<file path="src/rtl/pe_pkg.sv">
// Shared types and defaults for the PE feeder slice.
package pe_pkg;

   localparam int unsigned DATA_W      = 8;
   localparam int unsigned ACC_NUM_DEF = 3;
   localparam int unsigned DEPTH_DEF   = 8;

   typedef logic [DATA_W-1:0] data_t;

   typedef enum logic [2:0] {
      IDLE  = 3'd0,
      CLEAR = 3'd1,
      FEED  = 3'd2,
      WAIT  = 3'd3,
      HOLD  = 3'd4
   } feeder_state_t;

endpackage

</file>
<file path="src/rtl/pe_scratchpad.sv">
// DEPTH x 8 operand register file: one write port, one combinational read port.
module pe_scratchpad
   import pe_pkg::*;
#(
   parameter int unsigned DEPTH = DEPTH_DEF,
   parameter int unsigned AW    = $clog2(DEPTH)
)(
   input  logic          clk,
   input  logic          rst,
   input  logic          we,
   input  logic [AW-1:0] waddr,
   input  logic [7:0]    wdata,
   input  logic [AW-1:0] raddr,
   output logic [7:0]    rd_data_c
);

   data_t mem [DEPTH];

   // Storage array; every entry clears on reset.
   always_ff @(posedge clk or negedge rst) begin
      if (!rst) begin
         for (int i = 0; i < int'(DEPTH); i++) begin
            mem[i] <= '0;
         end
      end else if (we) begin
         mem[waddr] <= wdata;
      end
   end

   // Combinational read so the feeder can register the operand directly.
   always_comb begin
      rd_data_c = mem[raddr];
   end

endmodule

</file>
<file path="src/rtl/pe_feeder.sv">
// Sequencer feeding one PE a window of operand pairs and handing its psum downstream.
module pe_feeder
   import pe_pkg::*;
#(
   parameter int unsigned ACC_NUM  = ACC_NUM_DEF,
   parameter int unsigned DEPTH    = DEPTH_DEF,
   parameter int unsigned PSUM_LAT = 1,
   localparam int unsigned AW      = $clog2(DEPTH)
)(
   input  logic          clk,
   input  logic          rst,
   input  logic          load_valid,
   output logic          load_ready,
   input  logic          load_sel,
   input  logic [AW-1:0] load_addr,
   input  logic [7:0]    load_data,
   input  logic          start,
   input  logic [AW-1:0] ifmap_base,
   output logic          busy,
   output logic          pe_clr,
   output logic          pe_en,
   output logic [7:0]    pe_ifmap,
   output logic [7:0]    pe_filter,
   input  logic [7:0]    pe_psum,
   output logic          psum_valid,
   input  logic          psum_ready,
   output logic [7:0]    psum_data
);

   localparam int unsigned WW = (PSUM_LAT > 1) ? $clog2(PSUM_LAT) : 1;

   feeder_state_t state_q, state_d;
   logic [AW-1:0] idx_q, idx_d;
   logic [WW-1:0] wcnt_q, wcnt_d;
   logic [AW-1:0] base_q, base_d;
   data_t         psum_d;
   logic          load_we;
   logic [AW-1:0] rd_addr_if, rd_addr_flt;
   logic [7:0]    if_rd_c, flt_rd_c;
   logic          feed_d;

   // Scratchpads only accept writes while idle; load_sel picks the target.
   pe_scratchpad #(.DEPTH(DEPTH), .AW(AW)) u_ifmap_spad (
      .clk       (clk),
      .rst       (rst),
      .we        (load_we && !load_sel),
      .waddr     (load_addr),
      .wdata     (load_data),
      .raddr     (rd_addr_if),
      .rd_data_c (if_rd_c)
   );

   pe_scratchpad #(.DEPTH(DEPTH), .AW(AW)) u_filter_spad (
      .clk       (clk),
      .rst       (rst),
      .we        (load_we && load_sel),
      .waddr     (load_addr),
      .wdata     (load_data),
      .raddr     (rd_addr_flt),
      .rd_data_c (flt_rd_c)
   );

   // FSM state register.
   always_ff @(posedge clk or negedge rst) begin
      if (!rst) begin
         state_q <= IDLE;
      end else begin
         state_q <= state_d;
      end
   end

   // Next-state, counter and read-address logic.
   always_comb begin
      state_d = state_q;
      idx_d   = idx_q;
      wcnt_d  = wcnt_q;
      base_d  = base_q;
      psum_d  = psum_data;
      load_we = 1'b0;

      case (state_q)
         IDLE: begin
            load_we = load_valid;
            if (start) begin
               base_d  = ifmap_base;
               state_d = CLEAR;
            end
         end
         CLEAR: begin
            idx_d   = '0;
            state_d = FEED;
         end
         FEED: begin
            if (idx_q == AW'(ACC_NUM - 1)) begin
               wcnt_d  = '0;
               state_d = WAIT;
            end else begin
               idx_d = idx_q + AW'(1);
            end
         end
         WAIT: begin
            if (wcnt_q == WW'(PSUM_LAT - 1)) begin
               psum_d  = pe_psum;
               state_d = HOLD;
            end else begin
               wcnt_d = wcnt_q + WW'(1);
            end
         end
         HOLD: begin
            if (psum_ready) begin
               state_d = IDLE;
            end
         end
         default: begin
            state_d = IDLE;
         end
      endcase

      // Operands for the beat about to be presented; ifmap address wraps mod DEPTH.
      feed_d      = (state_d == FEED);
      rd_addr_if  = base_d + idx_d;
      rd_addr_flt = idx_d;
   end

   // Counters, captured base/psum and registered outputs derived from the next state.
   always_ff @(posedge clk or negedge rst) begin
      if (!rst) begin
         idx_q      <= '0;
         wcnt_q     <= '0;
         base_q     <= '0;
         psum_data  <= '0;
         load_ready <= 1'b1;
         busy       <= 1'b0;
         pe_clr     <= 1'b0;
         pe_en      <= 1'b0;
         pe_ifmap   <= '0;
         pe_filter  <= '0;
         psum_valid <= 1'b0;
      end else begin
         idx_q      <= idx_d;
         wcnt_q     <= wcnt_d;
         base_q     <= base_d;
         psum_data  <= psum_d;
         load_ready <= (state_d == IDLE);
         busy       <= (state_d != IDLE);
         pe_clr     <= (state_d == CLEAR);
         pe_en      <= feed_d;
         pe_ifmap   <= feed_d ? if_rd_c : 8'd0;
         pe_filter  <= feed_d ? flt_rd_c : 8'd0;
         psum_valid <= (state_d == HOLD);
      end
   end

endmodule

</file>
<file path="config.mk">
export PLATFORM = sky130hd
export DESIGN_NAME = pe_feeder
export DESIGN_NICKNAME = d
export VERILOG_FILES = /design/src/rtl/pe_pkg.sv /design/src/rtl/pe_scratchpad.sv /design/src/rtl/pe_feeder.sv
export SDC_FILE = /design/constraint.sdc
export NUM_CORES = 1
export LEC_CHECK = 0
export CAP_MARGIN = 0
export CORE_ASPECT_RATIO = 2
export CORE_MARGIN = 1.5
export CORE_UTILIZATION = 30
export CTS_BUF_LIST = sky130_fd_sc_hd__clkbuf_8
export CTS_CLUSTER_DIAMETER = 60
export DETAILED_ROUTE_END_ITERATION = 10
export GPL_ROUTABILITY_DRIVEN = 0
export PLACE_DENSITY = 0.56
export SYNTH_ARGS = -nofsm -noshare
export SYNTH_HDL_FRONTEND = slang
export SYNTH_SLANG_ARGS = --single-unit
export TNS_END_PERCENT = 100
</file>
<file path="constraint.sdc">
create_clock -name clk -period 5.2 [get_ports clk]
set_input_delay 0.78 -clock clk [delete_from_list [all_inputs] [get_ports clk]]
set_output_delay 0.78 -clock clk [all_outputs]
set_load 0.01 [all_outputs]
</file>
Sizing map:
Scale: 2 px per micron.
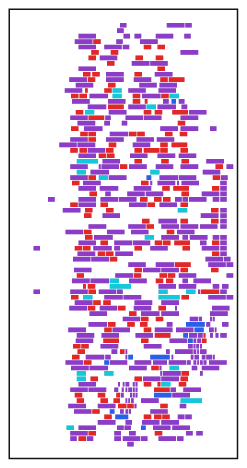
| colour | size | cells |
|---|---|---|
| purple | _0 and _1 cells | 322 |
| cyan | _6 and larger | 24 |
| blue | _3 and _4 cells | 13 |
| red | _2 cells | 163 |

Signal wires on met3:
Scale: 3 px per micron.
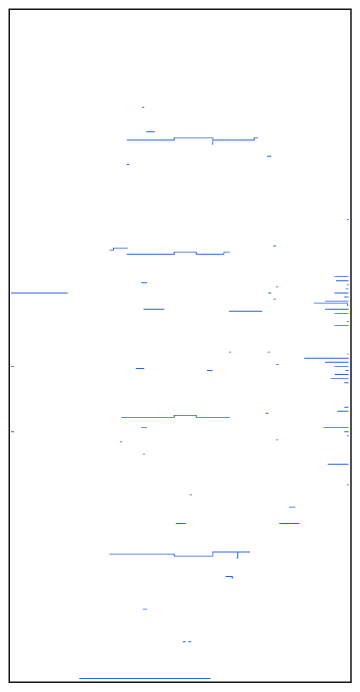
share of all routed wire: 2.6%
wire length on this layer: 402 microns

Selected gate families:
Scale: 2 px per micron.
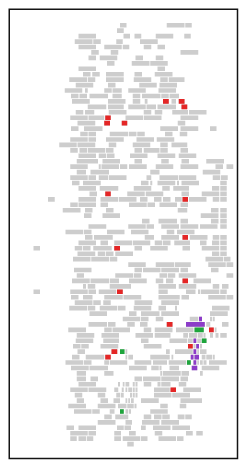
| colour | family | cells |
|---|---|---|
| red | AND-OR and OR-AND gates | 18 |
| purple | inverting AOI/OAI gates | 9 |
| green | AND and OR gates | 5 |
final std cells w/o fill: 809
most frequent logic cell in the layout: sky130_fd_sc_hd__dfrtp_1
Comb area share: 34.9%

Cell classes on the final placement:
Scale: 2 px per micron. Fill, decap, tap and diode cells in grey.
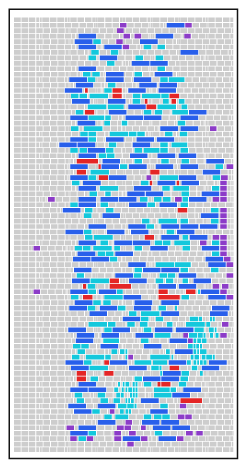
| colour | class | cells |
|---|---|---|
| purple | other buffers and delay cells | 62 |
| cyan | combinational and other logic | 262 |
| blue | flops | 166 |
| red | clock drivers and dummy loads | 32 |

Routing congestion map:
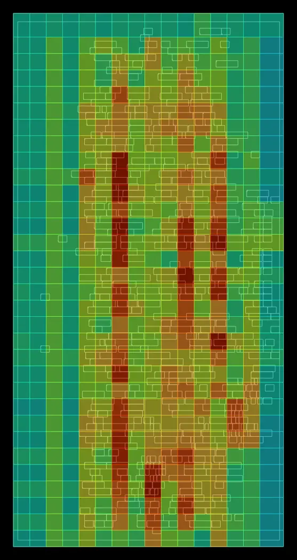
GR Util met3: 2.90%
detailed-route wire length per cell: 19.4 microns
Most Crowded Layer GR: met2
combined global-route utilization of all metal layers: 13.3%
routing usage on met2: 25.7%

==> flow_results.org <==
* Implementation run

** Layout
- The layout stage reports a final design area of 8560 sq um.
- Final core utilization :: a little over a third
- In this run the layout overhead on the synthesized area is reported as 17.0%.
- The layout summary lists the proportion of cells stronger than drive strength 1 as 38.3%.
- For this run, the script counts the antenna cells in the layout as 0.
- Fin nets :: 540

** Synthesis
- Area fraction in compound gates :: 3.11%
- Number of synthesized flops with an enable pin :: 0
- Ranked by total cell area, the synthesized netlist is headed by sky130_fd_sc_hd__dfrtp_1 56%, sky130_fd_sc_hd__mux2_2 21%, sky130_fd_sc_hd__mux4_1 6.8%.
- Counting the warning lines in the Yosys log gives 0.
- Top post-synthesis cells by count :: 165 x sky130_fd_sc_hd__dfrtp_1, 139 x sky130_fd_sc_hd__mux2_2, 19 x sky130_fd_sc_hd__mux4_1
- The share of the Yosys chip area taken by registers is 56.8%.
- Yosys chip area :: 7320 sq um
- Net count after synthesis :: 484
- Number of synthesized register bits :: 166
- Per-instance average area after synthesis :: 16.2 sq um
- The synthesized design devotes to its leading area cell type a little under three fifths of total area.
- The synthesis run shows multiplexers occupying 32.4% of the cell area.
- Largest family of logic cells by area :: multiplexers
- Post-synthesis cell area :: 7320 sq um
- After Yosys synthesis, and, or, nand and nor cells account for ~3.8% of the synthesized area.

** Setup path
- The report puts the cell count of the worst reg-to-reg path at 11.
- STA reports a reg2reg setup slack of 1.51 ns.
- The critical path's slowest stage uses the library cell sky130_fd_sc_hd__mux4_1.
- The kind of cell with the highest combined delay along the critical path is simple AND/OR/NAND/NOR gates.
- Setup crit end kind :: flop
- Cells along the critical path :: inv_1 -> ha_1 -> nor2b_1 -> or4b_4 -> o311ai_4 -> buf_4 -> nand2_1 -> fa_1 -> buf_4 -> mux4_1 -> a22o_1
- Crit Reg-Reg Startpoint :: idx_q[0]
- CP Data Arrival Time :: 4.04 ns
- For this run, the slowest stage of the critical path takes approximately 0.6 ns.
- Worst-path fanout max :: 19
- STA classifies the critical path startpoint as a flop.

** Global routing
- The first global-routing pass estimated roughly 25,000 microns of wire.
- Number of global-route vias before repair :: approximately 4,500
- Global routing finished with a remaining overflow of 0.
- Pin count of the biggest net entering global routing :: 78
- The initial antenna violation count came to 0.

** STA
- Max transition margin :: 32.0%
- In the finished design, the share of the clock period the worst path needs comes to 71.0%.
- Final worst clock skew :: 0.0100 ns
- The pin closest to its max-slew limit shows a slew of 1.01 ns.
- Number of failing setup endpoints in the final timing report :: 0
- Counting endpoints that fail hold in the final report gives 0.
- Hold WS :: between 0.3 and 0.4 ns
- For this run, the top clock speed supported by timing is 271 MHz.
- Min cycle time layout :: 3.69 ns

** Routing
- 1st-iter DRT viols :: 182
- Residual DRC :: 0
- The first detailed-routing pass took 4 iterations.
- The routed layout has 3,982 vias.
- Via density :: 4.92
- Post-route antenna net violation count :: 0

** Power
- Max rail drop VDD :: 0.000351 V
- The leakage component of the power was reported as ~3.9 nW.
- The flow reported a cell area power density of 612 nW/um^2.

** Die
- FP Core Util :: 30.6%
- The floorplan step defined a core boundary enclosing 23,900 sq um.
- Die height :: 224 microns
- Die outline width :: 113 microns
- During I/O placement, the number of pins put on the boundary was 57.
- Per the OpenROAD floorplan log, the area of the die is 25,400 sq um.

** Run status
- Run status :: complete, no violations

** Placed design
- The placement stage leaves a total instance area of ~8100 sq um.
- For this run the detailed placement stage logged an HPWL of 11,600 microns.

** Clocking
- After clock tree synthesis, the flow added hold-fix buffers numbering 0.
- Clock sink count :: 166
- Clock-pin slew of the registers on the worst-case setup and hold paths :: 0.08 ns
layer usage:
layer / vias to the layer above / part of all wire (%) / track usage, %
li1: 1799 / - / -
met1: 2072 / 34 / 12.6
met2: 77 / 59 / 25.7
met3: 34 / 2.6 / 2.90
met4: 0 / 4.3 / 7.14
met5: - / 0 / 0
cells by family after synthesis:
family	after synthesis
xor gates and xnor gates	3
muxes	172
and+or+nand+nor	50
adders and majority gates	3
DFF	166
buffers and inverters	32
AOI/OAI and AO/OA	27
how the worst max path moves through the flow:
stage	startpoint	cells past startpoint	slack, ns	end
after floorplan	idx_q[0]	12	1.70	pe_ifmap[5]
after global placement	start	8	1.56	pe_ifmap[6]
after detailed placement	idx_q[0]	11	1.53	pe_ifmap[1]
after CTS	idx_q[0]	11	1.50	pe_ifmap[1]
after global routing	idx_q[0]	11	1.35	pe_ifmap[1]
final	idx_q[0]	11	1.51	pe_ifmap[1]
final cells by class:
cell class	instances	area (sq um)	area share, %
Clock inverter	13	166	1.94
Multi-Input combinational cell	255	2980	34.9
Tap cell	287	359	4.20
Timing Repair Buffer	62	607	7.09
Clock buffer	19	262	3.06
Sequential cell	166	4160	48.6
Inverter	7	26.3	0.307
where the power goes:
| group | switching [mW] | total [mW] | internal (mW) |
|---|---|---|---|
| Combinational | 0.924 | 2.21 | 1.28 |
| Clock | 0.452 | 0.991 | 0.540 |
| Sequential | 0.262 | 2.04 | 1.77 |
through the flow:
stage          power [mW]  worst slack [ns]  std cells
6_report             5.24              1.51        809
4_1_cts              5.31              1.50        809
2_1_floorplan        3.77              1.70        453
3_3_place_gp         4.22              1.56        777
5_1_grt              5.55              1.35        809
3_5_place_dp         4.31              1.53        777
cells in the final DEF (no fill, tap or decap), drive strengths merged, types with 2 or more instances in the layout:
master         instances
inv                   10
nand3                  2
bufinv                 4
clkbuf                19
a21oi                  2
and2                   3
nor3                   8
nor3b                  2
buf                    7
nor2b                  6
dfrtp                165
nand2                 15
mux2                 139
clkdlybuf4s50         55
nor2                  10
ha                     2
mux4                  32
o21ai                  4
clkinvlp               2
o21a                   2
clkinv                 4
a22o                  16
state kept, by name, summed over array words and instances (netlist names), 3 cells and up:
name               count
pe_ifmap               8
psum_data              8
u_filter_spad.mem     64
idx_q                  3
state_q                3
pe_filter              8
u_ifmap_spad.mem      64
base_q                 3
No activity file was given, so power comes from the tool's default toggle rates.
